### Routing congestion map, run 1

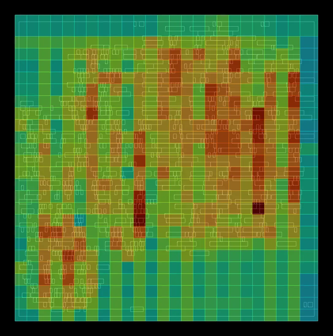
### Wiring heat map, run 1

Drawn at 2 px/um. 35 x 36 tiles, from white (low) to dark blue (high), scaled to the fullest tile. Values are wire area over tile area, all layers added.
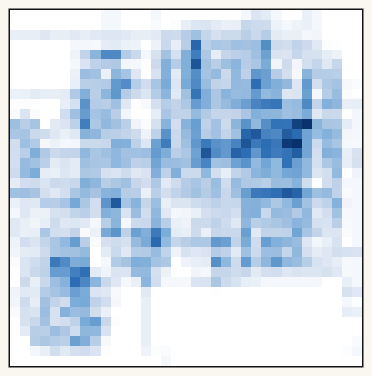
### Layout detail, run 1

Region (73, 38) to (103, 68) um. Cells in gray, sequential cells in the stronger gray; small squares are vias.
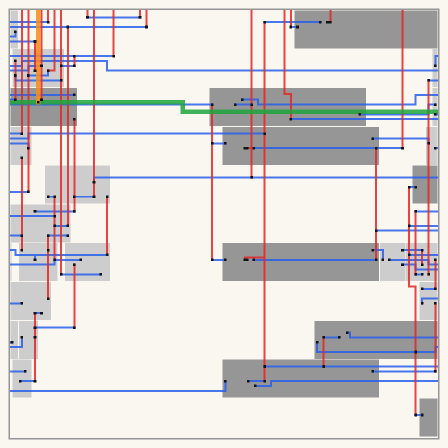
### config.mk
export PLATFORM = sky130hd
export DESIGN_NAME = serial_frame_ctrl
export DESIGN_NICKNAME = d
export VERILOG_FILES = /design/src/rtl/serial_frame_ctrl_pkg.sv /design/src/rtl/serial_frame_ctrl_frame_buf.sv /design/src/rtl/serial_frame_ctrl.sv
export SDC_FILE = /design/constraint.sdc
export NUM_CORES = 1
export LEC_CHECK = 0
export ABC_AREA = 1
export CORE_AREA = 2 2 174 176
export CTS_CLUSTER_DIAMETER = 80
export DETAILED_ROUTE_END_ITERATION = 10
export DIE_AREA = 0 0 176 178
export DONT_BUFFER_PORTS = 1
export GPL_TIMING_DRIVEN = 0
export PLACE_DENSITY = 0.42
export RECOVER_POWER = 25
export SYNTH_ARGS = -nofsm -noshare
export SYNTH_HDL_FRONTEND = slang
export SYNTH_SLANG_ARGS = --single-unit
### constraint.sdc
create_clock -name Clk -period 3.6 [get_ports Clk]
set_input_delay 0.54 -clock Clk [delete_from_list [all_inputs] [get_ports Clk]]
set_output_delay 0.54 -clock Clk [all_outputs]
set_load 0.01 [all_outputs]
### src/rtl/serial_frame_ctrl_pkg.sv
// ============================================================================
// serial_pkg : shared constants, state encoding and baud table for the frame ctrl
// Revision: 1.0
// ============================================================================
`default_nettype none

package serial_pkg;

  localparam logic [7:0]  SOF_BYTE     = 8'hA5;

  localparam logic [15:0] LIMIT_9600   = 16'd5208;
  localparam logic [15:0] LIMIT_19200  = 16'd2604;
  localparam logic [15:0] LIMIT_57600  = 16'd868;
  localparam logic [15:0] LIMIT_115200 = 16'd434;

  localparam logic [2:0]  ST_IDLE      = 3'd0;
  localparam logic [2:0]  ST_LEN       = 3'd1;
  localparam logic [2:0]  ST_PAYLOAD   = 3'd2;
  localparam logic [2:0]  ST_CHK       = 3'd3;
  localparam logic [2:0]  ST_DRAIN     = 3'd4;

  typedef enum logic [2:0] {
    S_IDLE    = ST_IDLE,
    S_LEN     = ST_LEN,
    S_PAYLOAD = ST_PAYLOAD,
    S_CHK     = ST_CHK,
    S_DRAIN   = ST_DRAIN
  } state_t;

  function automatic logic [15:0] baud_limit(input logic [1:0] sel);
    case (sel)
      2'd0:    baud_limit = LIMIT_9600;
      2'd1:    baud_limit = LIMIT_19200;
      2'd2:    baud_limit = LIMIT_57600;
      default: baud_limit = LIMIT_115200;
    endcase
  endfunction

endpackage

`default_nettype wire

### src/rtl/serial_frame_ctrl_frame_buf.sv
// ============================================================================
// frame_buf : DEPTH x 8 register array, synchronous write, asynchronous read
// Revision: 1.0
// ============================================================================
`default_nettype none

module frame_buf #(
  parameter int DEPTH = 16,
  parameter int AW    = $clog2(DEPTH)
) (
  input  logic          Clk,
  input  logic          wr_en,
  input  logic [AW-1:0] wr_addr,
  input  logic [7:0]    wr_data,
  input  logic [AW-1:0] rd_addr,
  output logic [7:0]    rd_data
);

  logic [7:0] r_mem [DEPTH];

  always_ff @(posedge Clk) begin
    if (wr_en) r_mem[wr_addr] <= wr_data;
  end

  assign rd_data = r_mem[rd_addr];

endmodule

`default_nettype wire

### src/rtl/serial_frame_ctrl.sv
// ============================================================================
// serial_frame_ctrl : UART byte-strobe framing (SOF/LEN/payload/CHK), buffered
//                     ready/valid payload release, error pulses
// Revision: 1.0
// ============================================================================
`default_nettype none

module serial_frame_ctrl
  import serial_pkg::*;
#(
  parameter int MAX_LEN = 16,
  parameter int TIMEOUT = 65535
) (
  input  logic        Clk,
  input  logic        Rst,
  input  logic [1:0]  baud_sel,
  output logic [15:0] limit,
  input  logic [7:0]  rx_data,
  input  logic        rx_valid,
  output logic [7:0]  out_data,
  output logic        out_valid,
  input  logic        out_ready,
  output logic        out_last,
  output logic        busy,
  output logic        err_chk,
  output logic        err_len,
  output logic        err_timeout,
  output logic        err_overrun
);

  localparam int AW = $clog2(MAX_LEN);
  localparam int CW = AW + 1;

  state_t          r_state, w_state_nxt;
  logic            r_rx_valid_q;
  logic            w_stb;
  logic [CW-1:0]   r_len, w_len_nxt;
  logic [CW-1:0]   r_idx, w_idx_nxt;
  logic [CW-1:0]   r_rd, w_rd_nxt;
  logic [7:0]      r_sum, w_sum_nxt;
  logic [15:0]     r_tmo_cnt;
  logic            w_tmo_active, w_tmo_hit;
  logic            w_wr_en;
  logic [7:0]      w_rd_data;
  logic            w_err_chk, w_err_len, w_err_tmo, w_err_ovr;
  logic            r_err_chk, r_err_len, r_err_tmo, r_err_ovr;

  assign w_stb        = rx_valid & ~r_rx_valid_q;
  assign w_tmo_active = (r_state == S_LEN) || (r_state == S_PAYLOAD) || (r_state == S_CHK);
  // A strobe in the same cycle always beats the timeout.
  assign w_tmo_hit    = w_tmo_active && !w_stb && ((int'(r_tmo_cnt) + 1) >= TIMEOUT);

  frame_buf #(.DEPTH(MAX_LEN), .AW(AW)) u_frame_buf (
    .Clk     (Clk),
    .wr_en   (w_wr_en),
    .wr_addr (r_idx[AW-1:0]),
    .wr_data (rx_data),
    .rd_addr (r_rd[AW-1:0]),
    .rd_data (w_rd_data)
  );

  always_ff @(posedge Clk) begin
    if (Rst) begin
      r_state      <= S_IDLE;
      r_rx_valid_q <= 1'b1;
      r_len        <= '0;
      r_idx        <= '0;
      r_rd         <= '0;
      r_sum        <= '0;
      r_tmo_cnt    <= '0;
      limit        <= LIMIT_115200;
      r_err_chk    <= 1'b0;
      r_err_len    <= 1'b0;
      r_err_tmo    <= 1'b0;
      r_err_ovr    <= 1'b0;
    end else begin
      r_state      <= w_state_nxt;
      r_rx_valid_q <= rx_valid;
      r_len        <= w_len_nxt;
      r_idx        <= w_idx_nxt;
      r_rd         <= w_rd_nxt;
      r_sum        <= w_sum_nxt;
      r_err_chk    <= w_err_chk;
      r_err_len    <= w_err_len;
      r_err_tmo    <= w_err_tmo;
      r_err_ovr    <= w_err_ovr;
      if (r_state == S_IDLE) limit <= baud_limit(baud_sel);
      if (!w_tmo_active || w_stb)  r_tmo_cnt <= '0;
      else if (r_tmo_cnt != 16'hFFFF) r_tmo_cnt <= r_tmo_cnt + 16'd1;
    end
  end

  always_comb begin
    w_state_nxt = r_state;
    w_len_nxt   = r_len;
    w_idx_nxt   = r_idx;
    w_rd_nxt    = r_rd;
    w_sum_nxt   = r_sum;
    w_wr_en     = 1'b0;
    w_err_chk   = 1'b0;
    w_err_len   = 1'b0;
    w_err_tmo   = 1'b0;
    w_err_ovr   = 1'b0;
    case (r_state)
      S_IDLE: begin
        if (w_stb && rx_data == SOF_BYTE) w_state_nxt = S_LEN;
      end
      S_LEN: begin
        if (w_stb) begin
          if (rx_data != 8'd0 && int'(rx_data) <= MAX_LEN) begin
            w_len_nxt   = rx_data[CW-1:0];
            w_sum_nxt   = rx_data;
            w_idx_nxt   = '0;
            w_state_nxt = S_PAYLOAD;
          end else begin
            w_err_len   = 1'b1;
            w_state_nxt = S_IDLE;
          end
        end else if (w_tmo_hit) begin
          w_err_tmo   = 1'b1;
          w_state_nxt = S_IDLE;
        end
      end
      S_PAYLOAD: begin
        if (w_stb) begin
          w_wr_en   = 1'b1;
          w_sum_nxt = r_sum + rx_data;
          w_idx_nxt = r_idx + CW'(1);
          if (r_idx == r_len - CW'(1)) w_state_nxt = S_CHK;
        end else if (w_tmo_hit) begin
          w_err_tmo   = 1'b1;
          w_state_nxt = S_IDLE;
        end
      end
      S_CHK: begin
        if (w_stb) begin
          if (8'(r_sum + rx_data) == 8'd0) begin
            w_rd_nxt    = '0;
            w_state_nxt = S_DRAIN;
          end else begin
            w_err_chk   = 1'b1;
            w_state_nxt = S_IDLE;
          end
        end else if (w_tmo_hit) begin
          w_err_tmo   = 1'b1;
          w_state_nxt = S_IDLE;
        end
      end
      S_DRAIN: begin
        // Bytes arriving while draining are dropped, not parsed.
        if (w_stb) w_err_ovr = 1'b1;
        if (out_ready) begin
          w_rd_nxt = r_rd + CW'(1);
          if (r_rd == r_len - CW'(1)) w_state_nxt = S_IDLE;
        end
      end
      default: w_state_nxt = S_IDLE;
    endcase
  end

  assign out_valid   = (r_state == S_DRAIN);
  assign out_last    = out_valid && (r_rd == r_len - CW'(1));
  assign out_data    = out_valid ? w_rd_data : 8'h00;
  assign busy        = (r_state != S_IDLE);
  assign err_chk     = r_err_chk;
  assign err_len     = r_err_len;
  assign err_timeout = r_err_tmo;
  assign err_overrun = r_err_ovr;

endmodule

`default_nettype wire

==> out/qor.yml, run 1 <==
outcome:
  outcome: "complete, no violations"
cts:
  cts.repair.resized: 0
  cts_tree: "built"
  htreeDepth: 4
  clock-sinks: 188
  root_buffer: "clkbuf_16"
  cts_hold_buf: 0
  clockBufferDepth: 2
logic_synthesis:
  topCellsByArea: "edfxtp_1, dfxtp_1, nor2_1"
  yosys_most_used_dff: "edfxtp_1"
  synth_flop_count: 188
  yosys_cells: 897
  ys_sh_adder: 0.0340
  yosys.area_share.xor_xnor: 0.0199
  simple_gate_area_frac: 0.177
  edf_count: 128
  synth_area_per_cell_um2: 9.70
  syn_inst: 897
  common_cells: "nor2_1, edfxtp_1, nand2_1, o21ai_0, inv_1"
  top_cell_area_share: 0.442
  ys_sh_aoi: 0.134
floorplan:
  die_w_um: 176
  io_pins: 45
  tap_cells: 390
  die_h_um: 178
  dieArea_mm2: 0.0313
  initial_core_util: 0.296
  core-area_mm2: 0.0294
pwr:
  power.leakage_nw: 3.49
  clock_power_share: 0.464
  power_density_mw_per_mm2: 450
  peakVddDrop_mv: 0.331
  pg_clk_mw: 2.05
  p_switching_mw: 0.956
  comb-power_mw: 0.0585
  total_power_mw: 4.43
  top_power_group: "sequential cells"
  p_seq_mw: 2.32
  p_sw_frac: 0.216
  power_frac_seq: 0.523
grt:
  grt-ovfl-total: 0
  grt_pass1_wl_um: 39100
  antenna_found_initial: 0
finish:
  nNetsFinal: 956
  clk_share: 0.0645
  comb.multi_input.count: 593
  fillCellCount: 3069
  final_layout_size_suffix_gt1_frac: 0.0783
  seq_area_mm2: 0.00504
  largest_cell_class: "sequential cells"
  design.seq.count: 188
  seq_share: 0.513
  sh_comb_area: 0.324
worst_setup_path:
  cp-endpoint: "out_data[0]"
  rrSetupSlack_ns: 0.79
  crit_family: "AND-OR/OR-AND gates"
  r2r_start: "r_state[1]$_SDFFE_PP0P_"
  critPathMaxStageDelay_ns: 0.53
  reg2reg_to: "u_frame_buf.r_mem[7][4]$_DFFE_PP_"
  arrival_ns: 2.70
  path_max_fanout: 10
  worstSetupPathType: "reg2out"
  worst-r2r-cell-count: 8
  cp_num_buf_inv: 3
  startpoint_type: "flip-flop"
  crit_path_end_kind: "primary output"
timing:
  clock.fmax_mhz: 309
  rsz0062_at_grt: "false"
  finalCriticalPeriod_ns: 3.24
  hold_viol_final: 0
  drv_slew: 0
  hold_slack_ns: 0.150
  postLayoutSetupSlackWorst_ns: 0.361
  worst_slew_pin_slew_ns: 0.976
run:
  openroad.warnings: 36
  drv_cap: 0
hold_path:
  hold_class: "in2reg"
  hold_start: "Rst"
  min_path_cells: 1
routing:
  top_layer_used: "met4"
  met1_length_um: 11500
  drt_iter0_drc: 545
  first_pass_iters: 5
  detail-route-antenna-nets: 0
  wl_met3_um: 1200
  drc_errors: 0
place:
  gp_congestion: 0.832
  placed_area_mm2: 0.00920
  place_inst: 1290
  pre_cts_ws_ns: 0.492
Notes on 'Routing congestion map' above:
M2 GR Usage: 0.296
met1 Usage GRT: 0.215
GRT met3 Usage: 0.0362
WL per Instance: 19.3 um
GRT Max-Usage Layer: met2

Notes on 'Wiring heat map' above:
25% of the tiles are nearly empty. 9.3% of the tiles are over half the peak. The mean over all tiles is 0.13. The densest ninth of the die: middle right. The emptiest ninth of the die: lower right. The fullest tile reaches 0.57.
GRT Total Usage: 0.170
Post-Route WL: 25,500 um
DR vias: 6,431

Notes on 'Layout detail' above:
metal 3: drawn in green. metal 2: drawn in red. metal 4: drawn in orange. metal 1: drawn in blue.
20 logic cells have their middle in the window. Netlist names of flops here include u_frame_buf.r_mem (6), r_sum (1). Sequential cells in the window: 7. Most frequent: edfxtp_1 (6), ha_1 (2).

## run 1: flip-flops by register name, summed over array words and instances, names as in the netlist, named ones only
signal / count
u_frame_buf.r_mem: 128
r_tmo_cnt: 16
limit: 9
r_sum: 8
r_idx: 5
r_len: 5
r_rd: 5
r_state: 3
err_chk: 1
err_len: 1
err_overrun: 1
err_timeout: 1
r_rx_valid_q: 1
## run 1: logic make-up (layout without fill, tap and decap cells)
| family | Yosys count | after routing |
|---|---|---|
| adder cells (fa/ha/maj) | 23 | 23 |
| AND-OR/OR-AND | 196 | 196 |
| other | 1 | 4 |
| flip-flops | 188 | 188 |
| buffers and inverters | 119 | 151 |
| XOR/XNOR | 18 | 18 |
| AND/OR/NAND/NOR | 352 | 352 |
==> run 1 -> run 2 <==
Settings changed: ABC_AREA 1 to default, CORE_AREA 2 2 174 176 to 2 2 173 175, DIE_AREA 0 0 176 178 to 0 0 175 177.
==> run 2 against run 1 <==
Effect of this change:
- highest routed layer unchanged
- clock skew is 0.0023 ns higher
- setup slack worse by 0.074 ns
- critical endpoint is now out_data[5]
- final cell count is 19% lower
==> out/qor.yml, run 2 <==
pwr:
  p_seq_mw: 2.31  # was 2.32 mW
  total_power_mw: 4.28  # was 4.43 mW
  peakVddDrop_mv: 0.313  # was 0.331 mV
  p_sw_frac: 0.234  # was 0.216
  power.leakage_nw: 3.12  # was 3.49 nW
  clock_power_share: 0.445  # was 0.464
  p_switching_mw: 1.00  # was 0.956 mW
  top_power_group: "sequential cells"  # unchanged
worst_setup_path:
  rrSetupSlack_ns: 0.31  # was 0.79 ns
  critPathMaxStageDelay_ns: 0.61  # was 0.53 ns
  r2r_start: "r_state[1]$_SDFFE_PP0P_"  # unchanged
  cp-endpoint: "out_data[5]"  # was out_data[0]
  crit_family: "multiplexers"  # was AND-OR/OR-AND gates
  worstSetupPathType: "reg2out"  # unchanged
  path_max_fanout: 10  # unchanged
  worst-r2r-cell-count: 8  # unchanged
timing:
  rsz0062_at_grt: "false"  # unchanged
  hold_slack_ns: 0.198  # was 0.150 ns
  finalCriticalPeriod_ns: 3.31  # was 3.24 ns
  postLayoutSetupSlackWorst_ns: 0.287  # was 0.361 ns
  hold_viol_final: 0  # unchanged
place:
  place_inst: 1045  # was 1,290
  pre_cts_ws_ns: 0.268  # was 0.492 ns
  gp_congestion: 0.796  # was 0.832
logic_synthesis:
  topCellsByArea: "edfxtp_1, dfxtp_1, mux4_2"  # was edfxtp_1, dfxtp_1, nor2_1
  synth_flop_count: 188  # unchanged
  synth_area_per_cell_um2: 13.3  # was 9.70 um^2
  ys_sh_adder: 0.0343  # was 0.0340
  yosys_cells: 650  # was 897
  top_cell_area_share: 0.446  # was 0.442
cts:
  clock-sinks: 188  # unchanged
  cts_hold_buf: 0  # unchanged
  clockBufferDepth: 2  # unchanged
  root_buffer: "clkbuf_16"  # unchanged
  cts.repair.resized: 0  # unchanged
grt:
  antenna_found_initial: 0  # unchanged
routing:
  detail-route-antenna-nets: 0  # unchanged
  drc_errors: 0  # unchanged
  first_pass_iters: 5  # unchanged
floorplan:
  core-area_mm2: 0.0292  # was 0.0294 mm^2
  dieArea_mm2: 0.0310  # was 0.0313 mm^2
  initial_core_util: 0.295  # was 0.296
run:
  drv_cap: 0  # unchanged
  openroad.warnings: 36  # unchanged
finish:
  top_register: "u_frame_buf.r_mem"  # unchanged
  nNetsFinal: 711  # was 956
  largest_register_ff_count: 128  # unchanged
  final_layout_size_suffix_gt1_frac: 0.170  # was 0.0783
  top_regs: "u_frame_buf.r_mem x128, r_tmo_cnt x16, limit x9"  # unchanged
hold_path:
  hold_start: "rx_data[0]"  # was Rst
  min_path_cells: 0  # was 1
  hold_class: "in2reg"  # unchanged
outcome:
  outcome: "complete, no violations"  # unchanged
## run 2: cell type report
class | instances | area (um^2)
plain buffers | 41 | 226
clock buffers | 17 | 425
clock inverters | 15 | 185
fillers | 2830 | 19500
inverters | 20 | 75.1
multi-input cells | 404 | 3290
flip-flops and latches | 188 | 5040
well taps | 390 | 488
repair buffers | 2 | 12.5
## run 2: worst reg2reg max path, delay by kind of cell (launching register included)
kind | cells | cell delay, ns
AND/OR/NAND/NOR | 4 | 1.57
buffers and inverters | 4 | 1.12
flip-flops | 1 | 0.31
## run 2: metal layers
layer	GRT usage	routed length, um
met4	0.0358	151
met1	0.180	9540
met2	0.231	9920
met5	0	0
met3	0.0303	926
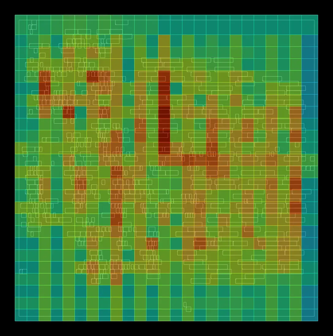
*Routing congestion map, run 2*
WL per Instance: 19.1 um
met1 Usage GRT: 0.180
M2 GR Usage: 0.231

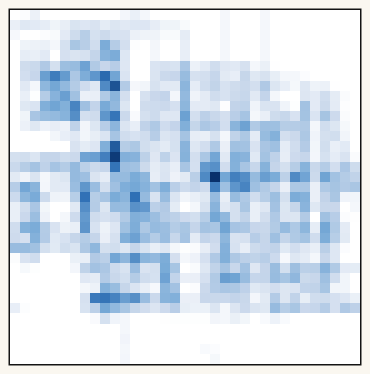
*Wiring heat map, run 2*
Drawn at 2 px/um. 35 x 35 tiles, from white (low) to dark blue (high), scaled to the fullest tile. Values are wire area over tile area, all layers added.
GRT Total Usage: 0.138
DR vias: 5,304
Post-Route WL: 20,500 um

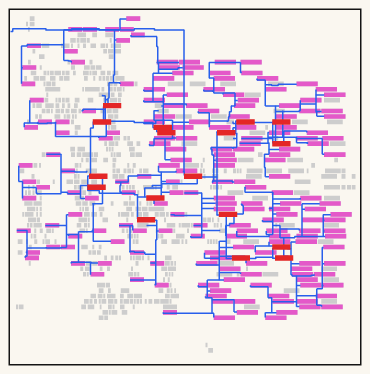
*Clock network drawn from the DEF, run 2*
Drawn at 2 px/um.
clock wires: drawn in blue, length 2,410 um. clock drivers: drawn in red, count 17. flip-flops: drawn in magenta, count 188.
There are 18 routed clock nets.

Power figures rest on the tool's default switching activity, not on a simulated workload.
